## config.mk

```make
export PLATFORM = sky130hd
export DESIGN_NAME = delta_vecmat_accumulator
export DESIGN_NICKNAME = d
export VERILOG_FILES = /design/src/rtl/gdo.sv /design/src/rtl/matrix_deskew.sv /design/src/rtl/delta_vecmat_accumulator.sv
export SDC_FILE = /design/constraint.sdc
export NUM_CORES = 2
export LEC_CHECK = 0
export CAP_MARGIN = 10
export CORE_ASPECT_RATIO = 1.2
export CORE_MARGIN = 3
export CORE_UTILIZATION = 55
export CTS_CLUSTER_DIAMETER = 100
export DETAILED_ROUTE_END_ITERATION = 10
export MAX_ROUTING_LAYER = met4
export PLACE_DENSITY_LB_ADDON = 0.25
export SLEW_MARGIN = 20
export SYNTH_ARGS = -nofsm -noshare
export SYNTH_HDL_FRONTEND = slang
export SYNTH_HIERARCHICAL = 1
export SYNTH_SLANG_ARGS = --single-unit
export TNS_END_PERCENT = 20
```

## constraint.sdc

```tcl
create_clock -name clk -period 11.6 [get_ports clk]
set_input_delay 2.32 -clock clk [delete_from_list [all_inputs] [get_ports clk]]
set_output_delay 2.32 -clock clk [all_outputs]
set_load 0.03 [all_outputs]
```

## src/rtl/gdo.sv

```systemverilog
// gdo: fixed-point helpers shared by the backprop datapath.
package gdo;

    localparam int FRAC_BITS = 8;

    function automatic logic signed [63:0] gdo_mult(input logic signed [63:0] a, input logic signed [63:0] b);
        logic signed [63:0] p;
        p = a * b;
        return p >>> FRAC_BITS;
    endfunction

    function automatic logic signed [63:0] gdo_sat_add(input logic signed [63:0] a, input logic signed [63:0] b,
                                                       input int w = 16);
        logic signed [63:0] s;
        logic signed [63:0] hi;
        logic signed [63:0] lo;
        s  = a + b;
        hi = (64'sd1 <<< (w - 1)) - 64'sd1;
        lo = -(64'sd1 <<< (w - 1));
        return (s > hi) ? hi : (s < lo) ? lo : s;
    endfunction

endpackage

```

## src/rtl/matrix_deskew.sv

```systemverilog
// matrix_deskew: undoes matrix-prep skew; lane c is delayed size-1-c cycles so rows line up.
module matrix_deskew #(
    parameter int data_size = 16,
    parameter int size      = 3
) (
    input  logic                      clk,
    input  logic                      rst_n,
    input  logic [data_size*size-1:0] input_stream,
    output logic [data_size*size-1:0] output_stream
);

    genvar c;
    for (c = 0; c < size; c++) begin : g_lane
        localparam int depth = size - 1 - c;
        if (depth == 0) begin : g_pass
            assign output_stream[data_size*(size-c)-1 -: data_size] = input_stream[data_size*(size-c)-1 -: data_size];
        end else begin : g_pipe
            logic [data_size-1:0] pipe [depth];
            always_ff @(posedge clk or negedge rst_n) begin
                if (!rst_n) begin
                    pipe <= '{default: '0};
                end else begin
                    pipe[0] <= input_stream[data_size*(size-c)-1 -: data_size];
                    for (int i = 1; i < depth; i++) pipe[i] <= pipe[i-1];
                end
            end
            assign output_stream[data_size*(size-c)-1 -: data_size] = pipe[depth-1];
        end
    end

endmodule

```

## src/rtl/delta_vecmat_accumulator.sv

```systemverilog
// delta_vecmat_accumulator: r[j] = sum_r a[r]*B[r][j] over a deskewed z-to-z derivative stream,
// held under a valid/ready handshake.
module delta_vecmat_accumulator
    import gdo::*;
#(
    parameter int data_size = 16,
    parameter int size      = 3
) (
    input  logic                      clk,
    input  logic                      rst_n,
    input  logic                      start_new_layer,
    input  logic [data_size*size-1:0] diff_cost,
    input  logic [data_size*size-1:0] diff_z_to_z,
    output logic [data_size*size-1:0] result,
    output logic                      out_valid,
    input  logic                      out_ready,
    output logic                      busy,
    output logic                      overrun
);

    if (size < 2) begin : g_bad_size
        $error("delta_vecmat_accumulator: size must be >= 2");
    end

    typedef enum logic [1:0] {IDLE, FILL, ACCUM, DONE} state_t;

    localparam int cw = $clog2(size);
    localparam logic [cw-1:0] last_beat = cw'(size - 1);
    localparam logic [cw-1:0] fill_init = cw'((size > 2) ? size - 3 : 0);

    state_t                      state;
    logic [cw-1:0]               beat;
    logic [cw-1:0]               fill;
    logic [data_size*size-1:0]   aligned;
    logic [data_size*size-1:0]   res_next;
    logic signed [data_size-1:0] a_reg    [size];
    logic signed [data_size-1:0] acc      [size];
    logic signed [data_size-1:0] acc_next [size];
    logic signed [data_size-1:0] a_in     [size];
    logic signed [data_size-1:0] b_row    [size];
    logic signed [data_size-1:0] p_t      [size];
    logic                        accept;

    matrix_deskew #(.data_size(data_size), .size(size)) u_deskew (
        .clk          (clk),
        .rst_n        (rst_n),
        .input_stream (diff_z_to_z),
        .output_stream(aligned)
    );

    // A start in DONE is only honoured when it coincides with the handshake.
    assign accept    = start_new_layer && (state == IDLE || (state == DONE && out_ready));
    assign busy      = state != IDLE;
    assign out_valid = state == DONE;

    always_comb begin
        res_next = '0;
        for (int j = 0; j < size; j++) begin
            a_in[j]     = diff_cost[data_size*(size-j)-1 -: data_size];
            b_row[j]    = aligned[data_size*(size-j)-1 -: data_size];
            p_t[j]      = data_size'(gdo_mult(64'(a_reg[beat]), 64'(b_row[j])));
            acc_next[j] = (beat == '0) ? p_t[j] : data_size'(gdo_sat_add(64'(acc[j]), 64'(p_t[j]), data_size));
            res_next[data_size*(size-j)-1 -: data_size] = acc_next[j];
        end
    end

    always_ff @(posedge clk or negedge rst_n) begin
        if (!rst_n) begin
            state   <= IDLE;
            beat    <= '0;
            fill    <= '0;
            overrun <= 1'b0;
            result  <= '0;
            a_reg   <= '{default: '0};
            acc     <= '{default: '0};
        end else begin
            if (start_new_layer && !accept) overrun <= 1'b1;
            if (accept) begin
                a_reg <= a_in;
                state <= (size == 2) ? ACCUM : FILL;
                fill  <= fill_init;
                beat  <= '0;
            end else begin
                case (state)
                    FILL: begin
                        if (fill == '0) state <= ACCUM;
                        else fill <= fill - 1'b1;
                    end
                    ACCUM: begin
                        acc  <= acc_next;
                        beat <= beat + 1'b1;
                        if (beat == last_beat) begin
                            state  <= DONE;
                            beat   <= '0;
                            result <= res_next;
                        end
                    end
                    DONE: if (out_ready) state <= IDLE;
                    default: ;
                endcase
            end
        end
    end

endmodule

```

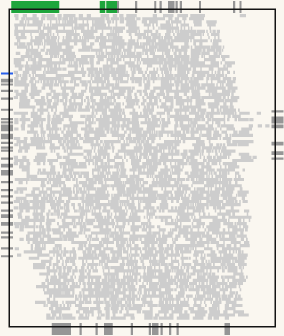
*Pin placement*
Pins as bars across the die edge, other pins in grey.
Green stands for diff_cost, pins 48, direction input, edge top. Blue stands for start_new_layer, pins 1, direction input, edge left.
All pins by edge: 68 top, 38 left, 33 bottom, 12 right.

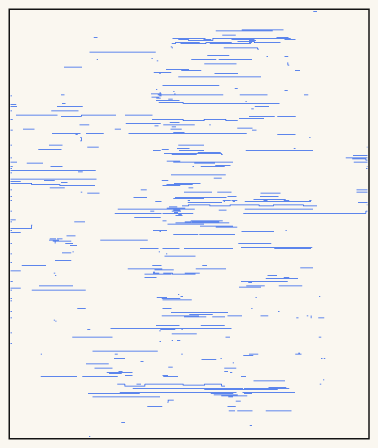
*The metal 3 layer*
The longest straight run is 78.0 um. The layer holds 5.3% of the routed length.

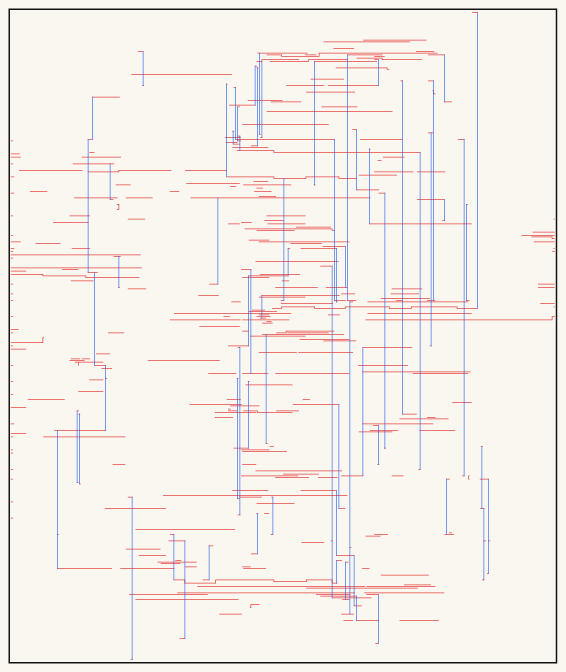
*Routed metal, one colour a layer*
Two of the layers only.
Blue stands for metal 4, wire length 2880 um. Red stands for metal 3, wire length 4370 um.

==> impl_metrics.py <==
# Generated from Yosys and OpenROAD reports
metrics = {
    "final_layout": {
        "final_util": 0.608,
        "drive_gt1_frac": 0.0426,
        "regArea_um2": 4980,
        "nNetsFinal": 4594,
        "nFillCells": 5101,
        "area_delta_synth_final_pct": 9.03,
        "fin_cells": 4480,
        "comb_area_um2": 24100,
    },
    "synth": {
        "yosysWarnings": 6,
        "fp_nets": 4563,
        "syn_area_um2": 32600,
        "ys.flops": 199,
        "synthFlopType": "dfrtp_1",
        "ys_async_sr_fraction": 1.00,
        "yosys-stat-cells": 3639,
        "ys_types": 86,
        "avgSynthCellArea_um2": 8.96,
        "ys_chip_area_um2": 32600,
    },
    "setup_path": {
        "path_max_fanout": 17,
        "critPathSlowestCell": "clkdlybuf4s50_1",
        "cp-start-kind": "input port",
        "cpPeakStageDelay_ps": 930,
        "endpoint_kind": "flop",
        "crit_required_ps": 12000,
        "cp.arrival_ps": 10640,
        "cpMostUsedCell": "fa_1",
        "path_buffers": 5,
        "crit_type": "in2reg",
        "crit_family": "adder cells",
    },
    "clocking": {
        "cts_made_buffers": 17,
        "path_clk_slew_ps": 90,
        "cts_tree": "done",
        "ctsHoldBuffers": 0,
        "post_cts_buffers": 0,
        "ctsResizeCount": 0,
        "htreeDepth": 4,
        "cts_root_buffer": "clkbuf_16",
        "clock_sinks": 199,
    },
    "final_timing": {
        "finalSetupViolCount": 0,
        "timing.hold.ws_ps": 353,
        "worst_pin_slew_ps": 988,
        "rsz0062_at_grt": "false",
        "fmax_mhz": 97.6,
        "slew_viol_final": 0,
        "slew_headroom": 0.341,
        "clock-skew-final_ps": 20.7,
        "finalHoldViolations": 0,
    },
    "detailed_routing": {
        "wl_per_cell_um": 18.4,
        "wirelength_um": 82200,
        "num_vias": 23700,
        "drc": 0,
        "drt_iter0_drc": 1487,
        "antenna_left": 0,
    },
    "run": {
        "warning_count": 29,
        "max_cap_violations": 0,
    },
    "run_status": {
        "status": "finished clean",
    },
    "placed_design": {
        "numPortBuffers": 150,
        "hpwl_um": 66200,
    },
    "worst_hold_path": {
        "hp-class": "reg2reg",
    },
    "floorplan": {
        "fp-utilization": 0.557,
        "die_h_um": 273,
        "ios": 151,
    },
    "grt": {
        "grt_start_max_net_pins": 95,
        "grt_pass1_wl_um": 136000,
        "grt_pass1_vias": 25000,
        "antenna_found_initial": 6,
    },
}
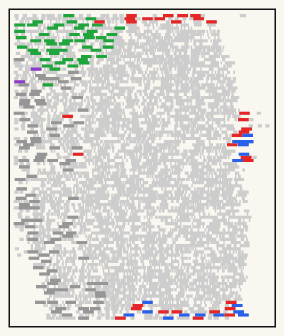
*Where the registers sit*
Other sequential cells in the stronger grey, the rest of the logic in the fainter grey.
Green stands for a_reg, sequential cells 48, where top left. Blue stands for u_deskew/output_stream, sequential cells 16. Red stands for u_deskew/g_lane.g_pipe.pipe, sequential cells 32. Purple stands for state, sequential cells 2.
Another 101 sequential cells are not coloured.

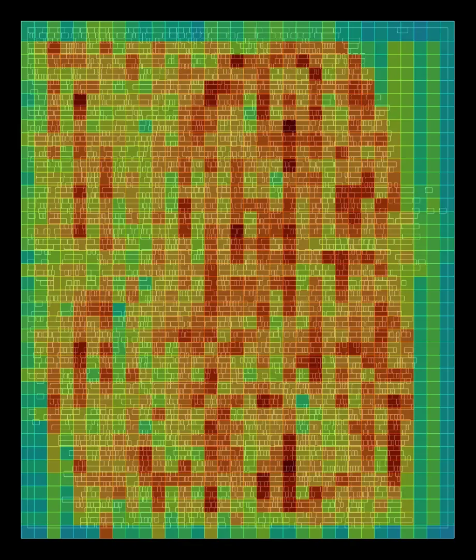
*Routing congestion map*
Most Crowded Layer GR: met2
GRT Total Usage: 0.286
GR Layer Usage met3: 0.0418
met2 usage: 0.457

## worst register-to-register path: cells and delay by family, from the launching register on
kind,cells,cell delay (ps)
compound gates,13,3220
fa+ha+maj,8,3580
buf+inv,5,550
flops,1,600
mux,1,280
simple gates,7,1870
## per-stage QoR
step / cell area (um2) / worst slack, ps
after floorplan: 32600 / 2040
after global placement: 34800 / 945
after detailed placement: 34800 / 820
after CTS: 35500 / 1360
after global routing: 35600 / 686
final: 35600 / 1360
## path summary, 6_finish.rpt
check	depth (start not counted)	end	startpoint	slack [ps]
min in group asynchronous	1	u_deskew/g_lane[1].g_pipe.pipe[8]	rst_n	1780
min	0	u_deskew/output_stream[32]	u_deskew/g_lane[0].g_pipe.pipe[16]	350
max reg2reg	34	acc[45]	beat[0]	1390
max	31	acc[6]	diff_z_to_z[1]	1360
min reg2reg	0	u_deskew/output_stream[32]	u_deskew/g_lane[0].g_pipe.pipe[16]	350
max in group asynchronous	3	u_deskew/output_stream[32]	rst_n	7720
## final cells by class
cell class              instances  share of cell area
multi-input cells            2484               0.677
flip-flops and latches        199               0.140
inverters                     763              0.0806
repair buffers                205              0.0553
well taps                     792              0.0279
clock buffers                  17              0.0120
clock inverters                15             0.00697
diodes                          5            0.000352
## cell usage after synthesis (22+ instances only)
library cell,n,area [um2]
a21o_1,30,225
a21oi_1,86,430
and2_1,338,2110
buf_4,36,270
clkbuf_1,144,541
dfrtp_1,199,4980
fa_1,561,11200
ha_1,263,3290
inv_1,763,2860
nand2_1,568,2130
nand2b_1,22,138
nor2_1,97,364
nor3_1,26,130
o21ai_0,113,566
xnor2_1,105,920
xor2_1,36,315
## layout by cell type, fill, tap and decap left out, types with 6 or more instances in the layout
cell type,instances
o21a_1,14
clkbuf_16,17
o21ai_0,105
fa_1,561
nor2_1,97
xor2_1,36
o31ai_1,12
xnor2_1,105
a21o_1,30
buf_4,52
nor2b_1,12
dfrtp_1,199
mux2i_1,18
nor3_1,26
a211oi_1,12
a21oi_1,86
nand2_1,568
clkdlybuf4s50_1,149
o21ai_2,6
o2bb2ai_1,18
nand3_1,11
a21oi_2,9
ha_1,262
nand2b_1,21
inv_1,763
a31oi_1,9
o21ai_4,9
or2_2,8
o21ai_1,8
and2_1,338
nand3b_1,6
## per-layer routing
metal / vias to the layer above / share of wire / track usage
met5: - / 0 / -
met2: 610 / 0.48 / 0.457
met4: 0 / 0.035 / 0.0992
met1: 11900 / 0.43 / 0.375
met3: 149 / 0.053 / 0.0418
li1: 11000 / - / -
## kinds of logic after synthesis
family	count (synthesis)	share of synthesized area
adders and majority gates	825	0.446
buffers and inverters	956	0.115
muxes	24	0.00779
DFF	199	0.153
xor gates and xnor gates	142	0.0384
and+or+nand+nor	1111	0.162
AOI/OAI and AO/OA	382	0.0791
